File: src/rtl/jtframe_linescroll.sv
// Per-line horizontal scroll: fetches a table word on hs rise and commits scrx on hs fall; 4-cycle minimum latency.
// Memory stalls are absorbed by holding ram_cs/ram_addr until ram_ok; a fetch that misses its commit point raises late.
module jtframe_linescroll #(
    parameter int AW = 10,
    parameter int LW = 9
) (
    input  logic          clk,
    input  logic          rst_n,
    input  logic          hs,
    input  logic          vs,
    input  logic [LW-1:0] vdump,
    input  logic          flip,
    input  logic          en,
    input  logic [8:0]    gscrx,
    input  logic [AW-1:0] base,
    output logic [AW-1:0] ram_addr,
    output logic          ram_cs,
    input  logic [15:0]   ram_data,
    input  logic          ram_ok,
    output logic [8:0]    scrx,
    output logic          late
);

    localparam logic [1:0] ST_IDLE = 2'd0;
    localparam logic [1:0] ST_WAIT = 2'd1;
    localparam logic [1:0] ST_CALC = 2'd2;

    logic [1:0]    state_q, state_d;
    logic          hsl_q, vsl_q;
    logic          first_q, first_d;
    logic          missed_q, missed_d;
    logic          done_q, done_d;
    logic [8:0]    pending_q, pending_d;
    logic [9:0]    data_q, data_d;
    logic [AW-1:0] addr_q, addr_d;
    logic          cs_q, cs_d;
    logic [8:0]    scrx_q, scrx_d;
    logic          late_q, late_d;

    logic          hs_rise, hs_fall, vs_rise;
    logic [LW-1:0] line_nxt, idx;
    logic [AW-1:0] fetch_addr;
    logic [8:0]    calc;
    logic          overrun, start, late_set;
    logic          unused_data;

    assign hs_rise = hs & ~hsl_q;
    assign hs_fall = ~hs & hsl_q;
    assign vs_rise = vs & ~vsl_q;

    // The table is indexed by the line about to be drawn, mirrored when flipped.
    assign line_nxt   = vdump + 1'b1;
    assign idx        = flip ? ~line_nxt : line_nxt;
    assign fetch_addr = base + AW'(idx);

    assign calc        = data_q[9] ? data_q[8:0] : gscrx + data_q[8:0];
    assign overrun     = hs_rise && (state_q != ST_IDLE);
    assign unused_data = ^ram_data[14:9];

    always_comb begin
        state_d   = state_q;
        first_d   = first_q;
        missed_d  = missed_q;
        done_d    = done_q;
        pending_d = pending_q;
        data_d    = data_q;
        addr_d    = addr_q;
        cs_d      = cs_q;
        scrx_d    = scrx_q;
        late_set  = 1'b0;
        start     = 1'b0;

        if (hs_fall) begin
            done_d = 1'b0;
            if (!en) begin
                scrx_d = gscrx;
            end else if (done_q) begin
                scrx_d = pending_q;
            end else begin
                late_set = 1'b1;
                missed_d = 1'b1;
            end
        end

        if (overrun) begin
            late_set = 1'b1;
            if (en) begin
                start = 1'b1;
            end else begin
                cs_d    = 1'b0;
                state_d = ST_IDLE;
            end
        end else begin
            case (state_q)
                ST_IDLE: start = hs_rise && en;
                ST_WAIT: begin
                    // ram_ok in the first request cycle may belong to an aborted fetch
                    if (first_q) begin
                        first_d = 1'b0;
                    end else if (ram_ok) begin
                        data_d  = {ram_data[15], ram_data[8:0]};
                        cs_d    = 1'b0;
                        state_d = ST_CALC;
                    end
                end
                ST_CALC: begin
                    state_d   = ST_IDLE;
                    pending_d = calc;
                    if (missed_d) begin
                        scrx_d = calc;
                    end else if (!hs_fall) begin
                        done_d = 1'b1;
                    end
                end
                default: state_d = ST_IDLE;
            endcase
        end

        if (start) begin
            addr_d   = fetch_addr;
            cs_d     = 1'b1;
            first_d  = 1'b1;
            missed_d = 1'b0;
            state_d  = ST_WAIT;
        end

        if (late_set) begin
            late_d = 1'b1;
        end else if (vs_rise) begin
            late_d = 1'b0;
        end else begin
            late_d = late_q;
        end
    end

    always_ff @(posedge clk or negedge rst_n) begin
        if (!rst_n) begin
            state_q   <= ST_IDLE;
            hsl_q     <= 1'b0;
            vsl_q     <= 1'b0;
            first_q   <= 1'b0;
            missed_q  <= 1'b0;
            done_q    <= 1'b0;
            pending_q <= '0;
            data_q    <= '0;
            addr_q    <= '0;
            cs_q      <= 1'b0;
            scrx_q    <= '0;
            late_q    <= 1'b0;
        end else begin
            state_q   <= state_d;
            hsl_q     <= hs;
            vsl_q     <= vs;
            first_q   <= first_d;
            missed_q  <= missed_d;
            done_q    <= done_d;
            pending_q <= pending_d;
            data_q    <= data_d;
            addr_q    <= addr_d;
            cs_q      <= cs_d;
            scrx_q    <= scrx_d;
            late_q    <= late_d;
        end
    end

    assign ram_addr = addr_q;
    assign ram_cs   = cs_q;
    assign scrx     = scrx_q;
    assign late     = late_q;

endmodule

File: config.mk
export PLATFORM = sky130hd
export DESIGN_NAME = jtframe_linescroll
export DESIGN_NICKNAME = d
export VERILOG_FILES = /design/src/rtl/jtframe_linescroll.sv
export SDC_FILE = /design/constraint.sdc
export NUM_CORES = 1
export LEC_CHECK = 0
export ABC_CLOCK_PERIOD_IN_PS = 2900
export CAP_MARGIN = 0
export CORE_MARGIN = 3
export CORE_UTILIZATION = 40
export DETAILED_ROUTE_END_ITERATION = 10
export MAX_ROUTING_LAYER = met4
export PLACE_DENSITY = 0.66
export SYNTH_ARGS = -nofsm -noshare
export SYNTH_HDL_FRONTEND = slang
export SYNTH_SLANG_ARGS = --single-unit
export TNS_END_PERCENT = 100
File: constraint.sdc
create_clock -name clk -period 2.9 [get_ports clk]
set_input_delay 0.29 -clock clk [delete_from_list [all_inputs] [get_ports clk]]
set_output_delay 0.29 -clock clk [all_outputs]
set_load 0.03 [all_outputs]
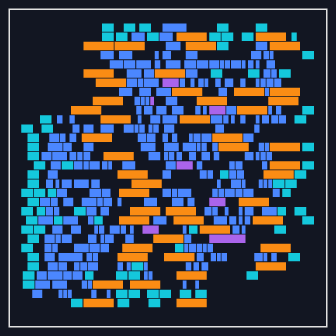
Figure 1: run 1, placed cells, one color a class.
purple -> clock drivers and dummy loads  # cells 7
blue -> remaining logic cells  # cells 264
cyan -> remaining buffers and delay cells  # cells 75
orange -> sequential cells  # cells 47
Final Instance Area: 0.00396 mm^2
row count: 31
Seq/total area: 0.297
core box area: 0.00733 mm^2

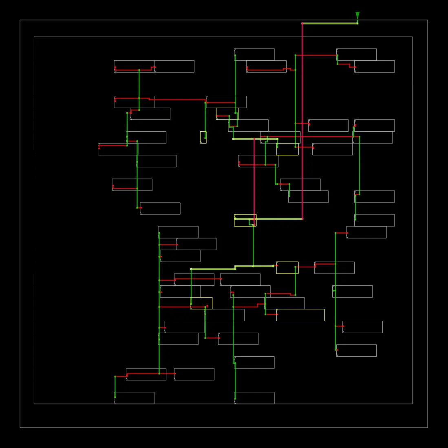
Figure 2: run 1, clock wiring as the flow saved it.
Clock Power: 0.464 mW
CTS Sinks: 47
Setup Skew: 0.00934 ns

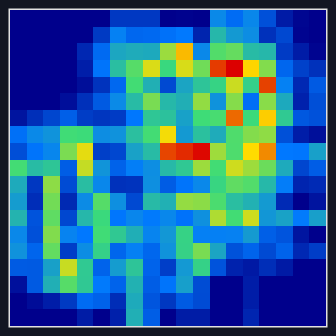
Figure 3: run 1, wire density map.
19 x 19 tiles, from dark blue (low) to red (high), scaled to the fullest tile. Values are wire area over tile area, all layers added.
nearly empty tiles = 18%
emptiest ninth of the die = top left
tiles over half the peak = 18%
fullest tile = 0.47
densest ninth of the die = middle
All-Layer GR Usage: 0.178
routed wire length per instance: 14.7 um
DRT Wirelength: 7220 um
total vias in the final route: 2612

==> impl_metrics.toml, run 1 <==
# yosys + openroad results
[synthesis]
synth_top_cell_by_area = "dfrtp_1"
numSynthFlops = 47
ys_seq_share = 0.383
fp_nets = 397
synth_cell_type_count = 49
ys_warn_count = 0
top_area_frac = 0.383
ys_area_mm2 = 0.00307
synth_area_mm2 = 0.00307

[pwr]
p_leak_nw = 1.68
power.total_mw = 2.88

[routing]
antenna_left = 0
drtIter0Drc = 89

[final_timing]
finalClockPeriodUsage = 0.871
grt_setup_unrepaired = "no"
timing.fmax_ghz = 0.396

[floorplan]
boundaryPins = 72

[setup_path]
arrival_ns = 2.71
worst_ep_required_time_ns = 3.09
crit_path_start_kind = "input port"
crit_path_end_kind = "register"

[cells_and_area]
n_antenna_cell = 0
area_delta_synth_final_pct = 28.9

[run_status]
status = "finished clean"

[clock_network]
postCtsSetupRepairBufs = 0

[hold_path]
hold_class = "input port to asynchronous set/reset pin"

[global_routing]
grt-ovfl-total = 0
[run 1: cells in the final DEF, fill, tap and decap left out, types with 7 or more instances in the layout]
master	n
dfrtp_1	47
a21oi_1	18
nor2_1	20
xnor2_1	11
clkdlybuf4s50_1	64
mux2_2	10
mux2i_1	9
o21ai_0	32
xor2_1	13
nand2_1	27
buf_4	10
nand2b_1	7
inv_1	7
nand3_1	9
ha_1	18
[run 1: stage by stage]
step                      hold slack, ns  setup slack, ns  area [um^2]
final                              0.170            0.374         3960
after global routing               0.251            0.225         3960
after CTS                          0.208            0.386         3960
after detailed placement           0.461           0.0478         3850
after global placement             0.453           0.0994         3850
after floorplan                 -0.00559            0.484         3070
[run 1: cells by family after synthesis]
family / Yosys count / synth area share
buffers and inverters: 22 / 0.0281
XOR/XNOR: 24 / 0.0685
adder cells (fa/ha/maj): 20 / 0.0864
multiplexers: 19 / 0.0660
AND/OR/NAND/NOR: 98 / 0.164
AND-OR/OR-AND: 96 / 0.204
flip-flops: 47 / 0.383
[run 1: power by group]
group,internal [mW],total [mW],switching [mW]
Combinational,0.652,1.36,0.709
Sequential,0.867,1.06,0.193
Clock,0.253,0.464,0.211
[run 1: per-layer routing]
metal / routed length, um / up-vias / global-route usage
met5: 0 / - / -
met4: 64 / 0 / 0.0433
li1: - / 1328 / -
met3: 294 / 4 / 0.0241
met1: 3430 / 1219 / 0.240
met2: 3440 / 61 / 0.288
[run 1: area by class of cell]
type | count | area, um^2
Fill cell | 645 | 3370
Clock buffer | 6 | 72.6
Inverter | 7 | 26.3
Clock inverter | 1 | 30.0
Timing Repair Buffer | 75 | 721
Tap cell | 99 | 124
Multi-Input combinational cell | 257 | 1810
Sequential cell | 47 | 1180
[run 1: sequential cells by signal, summed over array words and instances, names as in the netlist]
signal and count:
late 1, ram_cs 1, hsl_q 1, missed_q 1, pending_q 9, scrx 9, data_q 10, vsl_q 1
done_q 1, ram_addr 10, first_q 1, state_q 2
[run 1: path summary, 6_finish.rpt]
| kind | from | end | slack, ns | cells past startpoint |
|---|---|---|---|---|
| min in group clk | vs | vsl_q | 0.47 | 1 |
| min | rst_n | scrx[0] | 0.17 | 1 |
| max reg2reg | data_q[0] | scrx[8] | 0.45 | 7 |
| max | flip | ram_addr[8] | 0.37 | 10 |
| min reg2reg | pending_q[6] | pending_q[6] | 0.48 | 2 |
| max in group asynchronous | rst_n | first_q | 2.08 | 1 |
[run 1: critical path, cell delays in order]
cell and delay, ns:
clkdlybuf4s50_1 0.65, xnor2_1 0.16, ha_1 0.21, inv_1 0.07
fa_1 0.40, nor2b_1 0.17, o31a_1 0.16, o2111ai_1 0.15
and4_1 0.24, a211o_1 0.22
==> inputs of run 2 (changes only) <==
--- a/config.mk
+++ b/config.mk
@@ -11,6 +11,6 @@
 export CORE_UTILIZATION = 40
 export DETAILED_ROUTE_END_ITERATION = 10
+export DONT_BUFFER_PORTS = 1
 export MAX_ROUTING_LAYER = met4
-export PLACE_DENSITY = 0.66
 export SYNTH_ARGS = -nofsm -noshare
 export SYNTH_HDL_FRONTEND = slang
==> constraint.sdc (replaced) <==
create_clock -name clk -period 2.9 [get_ports clk]
set_input_delay 0.58 -clock clk [delete_from_list [all_inputs] [get_ports clk]]
set_output_delay 0.58 -clock clk [all_outputs]
set_load 0.03 [all_outputs]
==> run 2 against run 1 <==
  * First-iteration DRC count up 71%
  * Non-clock buffer count down 72
  * Global-route usage down 1.1 points
  * Setup slack improved by 0.0077 ns
  * Synthesized cell count did not move
  * Flip-flop count did not move
  * Register-to-register slack got worse by 0.07 ns
  * Via count down 8.8%
  * Sequential share of layout area up 6.2 points
  * Final area decreased by 17%
  * Clock skew is 0.0058 ns higher
  * Power shrank 9.8%
  * Critical endpoint is now scrx[8]
  * Largest power group is now registers
==> impl_metrics.toml, run 2 <==
# yosys + openroad results
[cells_and_area]
layout_top_cells = "dfrtp_1 (47), o21ai_0 (32), nand2_1 (27)"
layout.cells.most_common = "dfrtp_1"
register_area_mm2 = 0.00118

[final_timing]
whs_ns = 0.116
fin_skew_ns = 0.0152
timing.fmax_ghz = 0.397
finalClockPeriodUsage = 0.869

[setup_path]
regToRegSetupSlack_ns = 0.38
path_buffers = 0
r2r_start = "data_q[0]"
crit_path_end_kind = "register"
r2r_end = "scrx[8]"
arrival_ns = 2.70
worst_ep_required_time_ns = 3.08
slowest_delay_ns = 0.45
crit_family = "AND-OR/OR-AND gates"

[routing]
drt-total-wl_um = 6780
drtIter0Drc = 152
wl_per_cell_um = 16.1
routed-via-count = 2382

[hold_path]
hold_class = "input port to asynchronous set/reset pin"

[global_routing]
met1_usage = 0.218
grtUsageTotal = 0.167
met3_usage = 0.0523
use_met2 = 0.255

[synthesis]
numSynthFlops = 47
fp_nets = 397
ys_area_mm2 = 0.00307
synth_top_cell_by_area = "dfrtp_1"
synth_area_mm2 = 0.00307
ys_warn_count = 0

[pwr]
p_leak_nw = 1.40

[run_status]
status = "finished clean"

[place]
placed_area_mm2 = 0.00315
-- run 2: power breakdown --
part / switching [mW] / total [mW] / internal (mW)
sequential: 0.362 / 1.23 / 0.864
combinational: 0.490 / 0.959 / 0.469
clock: 0.241 / 0.416 / 0.175
-- run 2: cell families after synthesis --
family,count (synthesis),share of synthesized area
multiplexers,19,0.0660
adder cells (fa/ha/maj),20,0.0864
buffers and inverters,22,0.0281
flip-flops,47,0.383
AND-OR/OR-AND,96,0.204
XOR/XNOR,24,0.0685
AND/OR/NAND/NOR,98,0.164
-- run 2: what timing repair did --
item | CTS | global route
endpoints found under the hold margin | 47 | 0
hold buffers | 1 | 0
endpoints found under the setup margin | 0 | 0
-- run 2: per-layer routing --
layer / wire length [um] / part of all wire / up-vias
met2: 3060 / 0.45 / 76
met3: 565 / 0.083 / 8
met1: 3070 / 0.45 / 1119
li1: - / - / 1179
met5: 0 / 0 / -
met4: 87 / 0.013 / 0
-- run 2: worst max path at each step --
stage,start,end,slack (ns),depth (start not counted)
CTS,data_q[0],scrx[8],0.42,7
floorplan,flip,ram_addr[8],0.19,10
finish,data_q[0],scrx[8],0.38,7
detailed placement,vdump[0],ram_addr[8],0.23,9
global route,data_q[0],scrx[8],0.22,7
global placement,vdump[0],ram_addr[8],0.26,9
-- run 2: layout make-up --
type,count,area share
timing repair buffer,3,0.0130
sequential,47,0.360
antenna,1,0.000765
multi-input combinational,257,0.553
clock inverter,3,0.00689
tap,99,0.0379
inverter,7,0.00803
clock buffer,5,0.0210
-- run 2: through the flow --
step	setup WS, ns	utilization	power, mW	cells
CTS	0.420	0.446	2.61	421
detailed placement	0.226	0.430	2.18	412
finish	0.381	0.446	2.60	422
global route	0.218	0.446	2.82	422
floorplan	0.194	-	1.97	326
global placement	0.258	0.430	2.14	412
-- run 2: worst register-to-register path: stages (launching register included) --
cell	delay [ns]
dfrtp_1	0.40
ha_1	0.21
fa_1	0.42
a211oi_2	0.28
o21ai_0	0.19
a311oi_1	0.45
nor3_1	0.13
o41a_1	0.33
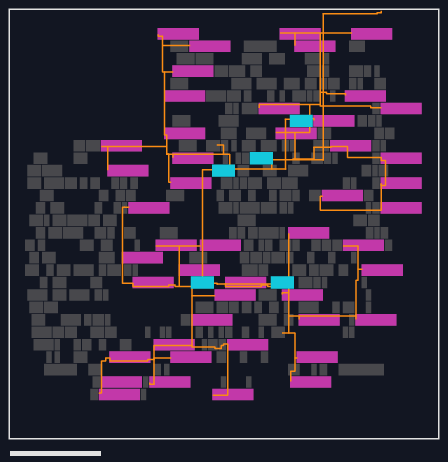
Figure 4: run 2, clock network drawn from the DEF.
The bar under the picture is 20 um long.
cyan -> clock-net drivers  # count 5
magenta -> flip-flops  # count 47
orange -> clock wires  # length 597 um
routed clock nets = 6
Clock Power: 0.416 mW
clock share of power: 0.160

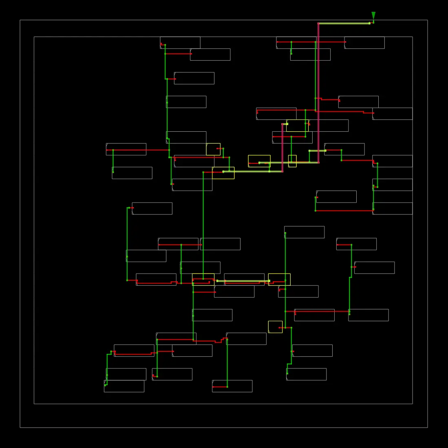
Figure 5: run 2, clock wiring as the flow saved it.
CTS buffer count: 5
Flops: 47
clock buf count: 5
clk_lat worst skew: 0.31 ns

Power figures rest on the tool's default switching activity, not on a simulated workload.
